`config.mk`:
```
export PLATFORM = sky130hd
export DESIGN_NAME = d_mem_lsu
export DESIGN_NICKNAME = d
export VERILOG_FILES = /design/src/rtl/d_mem_lsu_pkg.sv /design/src/rtl/d_mem_lsu_align.sv /design/src/rtl/d_mem_lsu.sv
export SDC_FILE = /design/constraint.sdc
export NUM_CORES = 1
export LEC_CHECK = 0
export ABC_AREA = 1
export CAP_MARGIN = 20
export CORE_ASPECT_RATIO = 1.5
export CORE_MARGIN = 4
export CORE_UTILIZATION = 23
export DETAILED_ROUTE_END_ITERATION = 7
export PLACE_DENSITY_LB_ADDON = 0.3
export SLEW_MARGIN = 25
export SYNTH_ARGS = -nofsm -noshare
export SYNTH_HDL_FRONTEND = slang
export SYNTH_HIERARCHICAL = 1
export SYNTH_SLANG_ARGS = --single-unit
```
`constraint.sdc`:
```
create_clock -name clk -period 4.2 [get_ports clk]
set_input_delay 0.84 -clock clk [delete_from_list [all_inputs] [get_ports clk]]
set_output_delay 0.84 -clock clk [all_outputs]
set_load 0.01 [all_outputs]
```
`src/rtl/d_mem_lsu_pkg.sv`:
```
// Shared definitions for the d_mem load/store unit: funct3 codes, FSM states, lane-mask helper.
// Latency: none (declarations only).
// Backpressure: not applicable.
package d_mem_lsu_pkg;

   localparam logic [2:0] F3_B  = 3'b000;
   localparam logic [2:0] F3_H  = 3'b001;
   localparam logic [2:0] F3_W  = 3'b010;
   localparam logic [2:0] F3_BU = 3'b100;
   localparam logic [2:0] F3_HU = 3'b101;

   typedef logic [1:0] lsu_state_t;
   localparam lsu_state_t IDLE = 2'd0;
   localparam lsu_state_t ACC0 = 2'd1;
   localparam lsu_state_t ACC1 = 2'd2;
   localparam lsu_state_t RESP = 2'd3;

   // Byte-lane mask across two adjacent words: (2^size - 1) shifted by the byte offset.
   function automatic logic [7:0] size_mask(input logic [1:0] sz, input logic [1:0] off);
      logic [7:0] m;
      case (sz)
         2'b00:   m = 8'h01;
         2'b01:   m = 8'h03;
         default: m = 8'h0F;
      endcase
      return m << off;
   endfunction

endpackage

```
`src/rtl/d_mem_lsu_align.sv`:
```
// Request decode, store lane shifting and load extraction/extension for the LSU.
// Latency: purely combinational.
// Backpressure: none; outputs follow inputs.
module lsu_align
   import d_mem_lsu_pkg::*;
#(
   parameter int MEM_SIZE_WORDS   = 256,
   parameter int ALLOW_MISALIGNED = 1
) (
   input  logic        we,
   input  logic [2:0]  funct3,
   input  logic [31:0] addr,
   input  logic [31:0] wdata,
   input  logic [63:0] rd64,
   output logic [7:0]  mask8,
   output logic        split,
   output logic [31:0] w0,
   output logic [31:0] w1,
   output logic        legal,
   output logic [63:0] wr64,
   output logic [31:0] ld_data
);

   logic [1:0]  off;
   logic        f3_ok;
   logic [63:0] ld_sh;
   logic [31:0] ld_raw;

   // Decode size/offset, check legality, shift store data up and load data down.
   always_comb begin
      off    = addr[1:0];
      mask8  = size_mask(funct3[1:0], off);
      split  = |mask8[7:4];
      w0     = {2'b00, addr[31:2]};
      w1     = w0 + 32'd1;
      if (we)
         f3_ok = (funct3 == F3_B) || (funct3 == F3_H) || (funct3 == F3_W);
      else
         f3_ok = (funct3 == F3_B) || (funct3 == F3_H) || (funct3 == F3_W) ||
                 (funct3 == F3_BU) || (funct3 == F3_HU);
      legal  = f3_ok &&
               (w0 < 32'(MEM_SIZE_WORDS)) &&
               !(split && (w1 >= 32'(MEM_SIZE_WORDS))) &&
               ((ALLOW_MISALIGNED != 0) || (off == 2'b00));
      wr64   = {32'h0, wdata} << {off, 3'b000};
      ld_sh  = rd64 >> {off, 3'b000};
      ld_raw = ld_sh[31:0];
      case (funct3)
         F3_B:    ld_data = {{24{ld_raw[7]}}, ld_raw[7:0]};
         F3_H:    ld_data = {{16{ld_raw[15]}}, ld_raw[15:0]};
         F3_BU:   ld_data = {24'h0, ld_raw[7:0]};
         F3_HU:   ld_data = {16'h0, ld_raw[15:0]};
         default: ld_data = ld_raw;
      endcase
   end

endmodule

```
`src/rtl/d_mem_lsu.sv`:
```
// Load/store initiator for d_mem: aligns stores, extends loads, splits word-crossing accesses.
// Latency: response 2 cycles after accept (3 if split, 1 on error).
// Backpressure: req_ready low while busy; response is a one-cycle pulse with no stall.
module d_mem_lsu
   import d_mem_lsu_pkg::*;
#(
   parameter int MEM_SIZE_WORDS   = 256,
   parameter int ALLOW_MISALIGNED = 1
) (
   input  logic        clk,
   input  logic        rst,
   input  logic        req_valid,
   output logic        req_ready,
   input  logic        req_we,
   input  logic [2:0]  req_funct3,
   input  logic [31:0] req_addr,
   input  logic [31:0] req_wdata,
   output logic        rsp_valid,
   output logic [31:0] rsp_rdata,
   output logic        rsp_err,
   output logic [31:0] mem_addr,
   output logic        mem_wr_en,
   output logic [31:0] mem_wr_data,
   output logic [3:0]  mem_byte_en,
   input  logic [31:0] mem_rd_data
);

   lsu_state_t  state;
   logic        q_we;
   logic [2:0]  q_funct3;
   logic [31:0] q_addr;
   logic [31:0] q_wdata;
   logic [31:0] rd_buf;

   logic        a_we;
   logic [2:0]  a_funct3;
   logic [31:0] a_addr;
   logic [31:0] a_wdata;
   logic [63:0] rd64;
   logic [7:0]  mask8;
   logic        split;
   logic [31:0] w0;
   logic [31:0] w1;
   logic        legal;
   logic [63:0] wr64;
   logic [31:0] ld_data;

   // Decode the live request while idle, the latched one otherwise; the second word joins the buffer in ACC1.
   always_comb begin
      a_we     = (state == IDLE) ? req_we     : q_we;
      a_funct3 = (state == IDLE) ? req_funct3 : q_funct3;
      a_addr   = (state == IDLE) ? req_addr   : q_addr;
      a_wdata  = (state == IDLE) ? req_wdata  : q_wdata;
      rd64     = (state == ACC1) ? {mem_rd_data, rd_buf} : {32'h0, mem_rd_data};
   end

   lsu_align #(
      .MEM_SIZE_WORDS  (MEM_SIZE_WORDS),
      .ALLOW_MISALIGNED(ALLOW_MISALIGNED)
   ) u_align (
      .we     (a_we),
      .funct3 (a_funct3),
      .addr   (a_addr),
      .wdata  (a_wdata),
      .rd64   (rd64),
      .mask8  (mask8),
      .split  (split),
      .w0     (w0),
      .w1     (w1),
      .legal  (legal),
      .wr64   (wr64),
      .ld_data(ld_data)
   );

   // FSM with registered memory-port and response outputs; memory strobes default low every cycle.
   always_ff @(posedge clk) begin
      if (rst) begin
         state       <= IDLE;
         req_ready   <= 1'b1;
         rsp_valid   <= 1'b0;
         rsp_rdata   <= 32'h0;
         rsp_err     <= 1'b0;
         mem_addr    <= 32'h0;
         mem_wr_en   <= 1'b0;
         mem_wr_data <= 32'h0;
         mem_byte_en <= 4'h0;
         q_we        <= 1'b0;
         q_funct3    <= 3'h0;
         q_addr      <= 32'h0;
         q_wdata     <= 32'h0;
         rd_buf      <= 32'h0;
      end else begin
         rsp_valid   <= 1'b0;
         mem_wr_en   <= 1'b0;
         mem_byte_en <= 4'h0;
         case (state)
            IDLE: begin
               if (req_valid) begin
                  q_we      <= req_we;
                  q_funct3  <= req_funct3;
                  q_addr    <= req_addr;
                  q_wdata   <= req_wdata;
                  req_ready <= 1'b0;
                  if (legal) begin
                     state       <= ACC0;
                     mem_addr    <= w0;
                     mem_byte_en <= mask8[3:0];
                     mem_wr_en   <= req_we;
                     mem_wr_data <= wr64[31:0];
                  end else begin
                     state     <= RESP;
                     rsp_valid <= 1'b1;
                     rsp_err   <= 1'b1;
                     rsp_rdata <= 32'h0;
                  end
               end
            end
            ACC0: begin
               rd_buf <= mem_rd_data;
               if (split) begin
                  state       <= ACC1;
                  mem_addr    <= w1;
                  mem_byte_en <= mask8[7:4];
                  mem_wr_en   <= q_we;
                  mem_wr_data <= wr64[63:32];
               end else begin
                  state     <= RESP;
                  rsp_valid <= 1'b1;
                  rsp_err   <= 1'b0;
                  rsp_rdata <= q_we ? 32'h0 : ld_data;
               end
            end
            ACC1: begin
               state     <= RESP;
               rsp_valid <= 1'b1;
               rsp_err   <= 1'b0;
               rsp_rdata <= q_we ? 32'h0 : ld_data;
            end
            default: begin
               state     <= IDLE;
               req_ready <= 1'b1;
            end
         endcase
      end
   end

endmodule

```
==> results_dict.tcl <==
# flow metrics
set metrics [dict create \
    buffer_area_share_pct 15.5 \
    final_cells 3320 \
    syn-cell-area_um2 13600 \
    top_usage_layer "met2" \
    syn2layout_area_growth_pct 26.2 \
    r2r_setup_slack_ps 290 \
    cp.arrival_ps 4390 \
    cp_slowest_cell "dfxtp_1" \
    grt_max_degree 85 \
    path_buffers 6 \
    grt_use_met1_pct 17.0 \
    gp_congestion 0.988 \
    fin_ws_ps 288 \
    fmax_mhz 256 \
    die-area_um2 63300 \
    rows 109 \
    slew_headroom_pct 44.6 \
    crit_type "reg2reg" \
    start_kind "flop" \
    finalClockPeriodUsage_pct 93.1 \
    fill_cells 6740 \
    chipHeight_um 306 \
    clock_area_share_pct 4.87 \
    min_period_ps 3910 \
    clock_tree.buffer_depth 3 \
    first_pass_iters 5 \
    crit_cells 26 \
    worstMarginPinSlew_ps 832 \
    largestClassByArea "logic gates" \
    hold_class "reg2reg" \
    use_met3_pct 2.04 \
    crit_family "simple AND/OR/NAND/NOR gates" \
    end_kind "flop" \
    grt_setup_unrepaired "no" \
    avgViaCountPerCell 4.37 \
    leakagePower_uw 0.00836 \
    grt-ovfl-total 0 \
    cp_data_required_time_ps 4680 \
    gr-usage-all-layers_pct 17.1 \
    area.sequential_um2 4120 \
    hold_buffers 0 \
    taps 777 \
    clk_latency_ps 550 \
    grt_pass1_wl_um 82800 \
    crit_start "state[0]" \
    post_cts_buffers 0 \
    antenna_found_initial 2 \
    timing.hold.ws_ps 479 \
    status "complete, no violations" \
    place_inst 3275 \
    grt_pass1_vias 14200 \
    r2r_end "mem_wr_data[8]" \
    warnings 31 \
    utilization_pct 29.3 \
    antennaDiodeCount 0 \
    p_int_uw 6500 \
    setup_viol 0 \
    io_pins 207 \
    route.detailed.drc 0 \
    r2r_cells 26 \
    logic_area_um2 7730 \
    die_w_um 207 \
    drt_first_iter_violations 1017 \
    cts_root_buf "clkbuf_16" \
    endpoint "mem_wr_data[8]" \
    crit_fanout 38 \
    ir_drop_v 0.000308 \
    seqPwrFrac_pct 22.8 \
    reg2reg_from "state[0]" \
    crit_path_max_incr_delay_ps 470 \
    avgSynthCellArea_um2 5.68 \
    switchingPower_uw 6320 \
    cts_tree "yes" \
    crit_top_cell "nand2_1" \
    p_clk_share_pct 17.3 \
    seq_share_pct 24.0 \
    comb_share_pct 45.0 \
]
[layout by cell type, fill, tap and decap left out, types with 3 or more instances in the layout]
master and count:
mux2i_1 11, nor2_4 7, o221ai_1 3, nand3_1 100, a21oi_1 30, clkbuf_1 5
inv_1 218, o22ai_1 8, nor2_2 12, clkbuf_8 5, clkdlybuf4s50_1 206, inv_2 9
xnor2_1 5, nor4_1 5, clkbuf_16 27, o21ai_0 164, conb_1 12, nand2_2 18
dfxtp_1 206, o211ai_1 16, buf_4 56, nor2_1 606, ha_1 4, a22oi_1 7
buf_12 9, xor2_1 8, clkinv_2 4, nand3_2 3, nand3b_1 11, nand2_1 741
[power by group through the flow]
stage	combinational [µW]	clock [µW]	sequential, µW
floorplan	4940	0	3020
CTS	7800	2300	2940
detailed placement	7780	0	2970
global route	8630	2360	3010
finish	7680	2210	2930
global placement	7780	0	2970
[metrics by stage]
step	instance area, µm²	total power [µW]
final	17200	12800
after global routing	17200	14000
after CTS	17200	13000
after detailed placement	16400	10800
after global placement	16400	10700
after floorplan	13700	7970
[registers in the layout (all words and copies together) (netlist names), 2 cells and up]
name / flops
mem_byte_en: 4
rsp_rdata: 32
mem_addr: 32
q_wdata: 32
mem_wr_data: 32
state: 2
q_addr: 32
q_funct3: 3
rd_buf: 32
[how the worst min path moves through the flow]
stage,to,depth (start not counted)
2_1_floorplan,mem_wr_en,2
6_report,mem_wr_data[29],2
4_1_cts,mem_wr_en,2
3_3_place_gp,q_wdata[14],2
3_5_place_dp,mem_wr_en,2
5_1_grt,q_wdata[13],2
[tightest hold or removal path, stage by stage (launching register included)]
cell	delay, ps
dfxtp_1	320
nor2_1	50
nor2_1	80
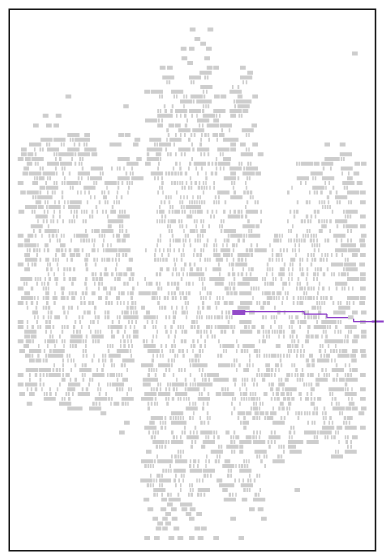
**Above:** nets reached from selected ports.
Key: mem_wr_en = purple [bits 1, direction output, end cells 1, buffers 1, wire 75.4 µm]

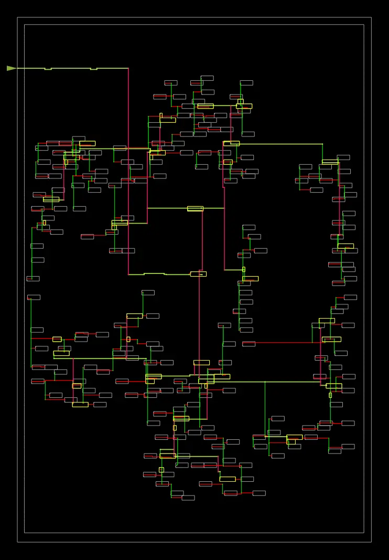
**Above:** clock nets.
# clk buffers: 37
clock sinks: 206

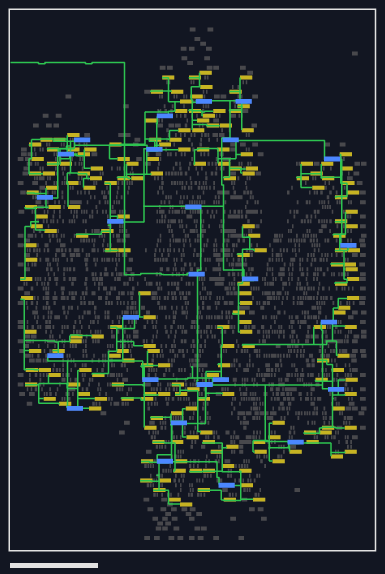
**Above:** routed clock nets over the placement.
The bar under the picture is 50 µm long.
Key: clock wires = green [length 3,490 µm]; clock-net drivers = blue [count 26]; flip-flops = yellow [count 206]
There are 27 routed clock nets.

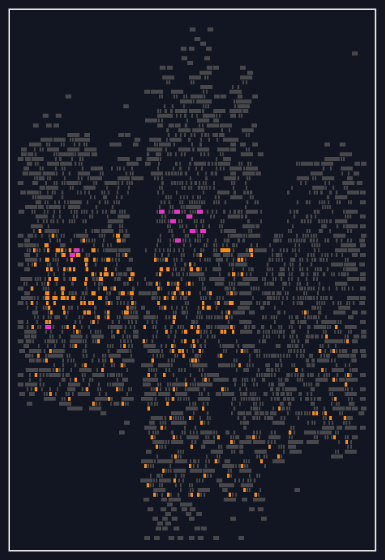
**Above:** selected gate families.
Key: aoi and oai cells = orange [cells 235, most used o21ai_0]; mux cells = magenta [cells 11, most used mux2i_1, where centre]

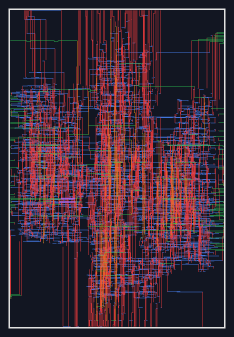
**Above:** signal wires by layer.
Key: M1 = blue [wire length 19,300 µm]; M3 = green [wire length 2,190 µm]; M2 = red [wire length 30.6 mm]; M5 = purple [wire length 25.8 µm]; M4 = orange [wire length 3,190 µm]
WL final: 55,300 µm
DR WL/cell: 16.7 µm
via count: 14,500

Power and IR drop assume default switching activity.
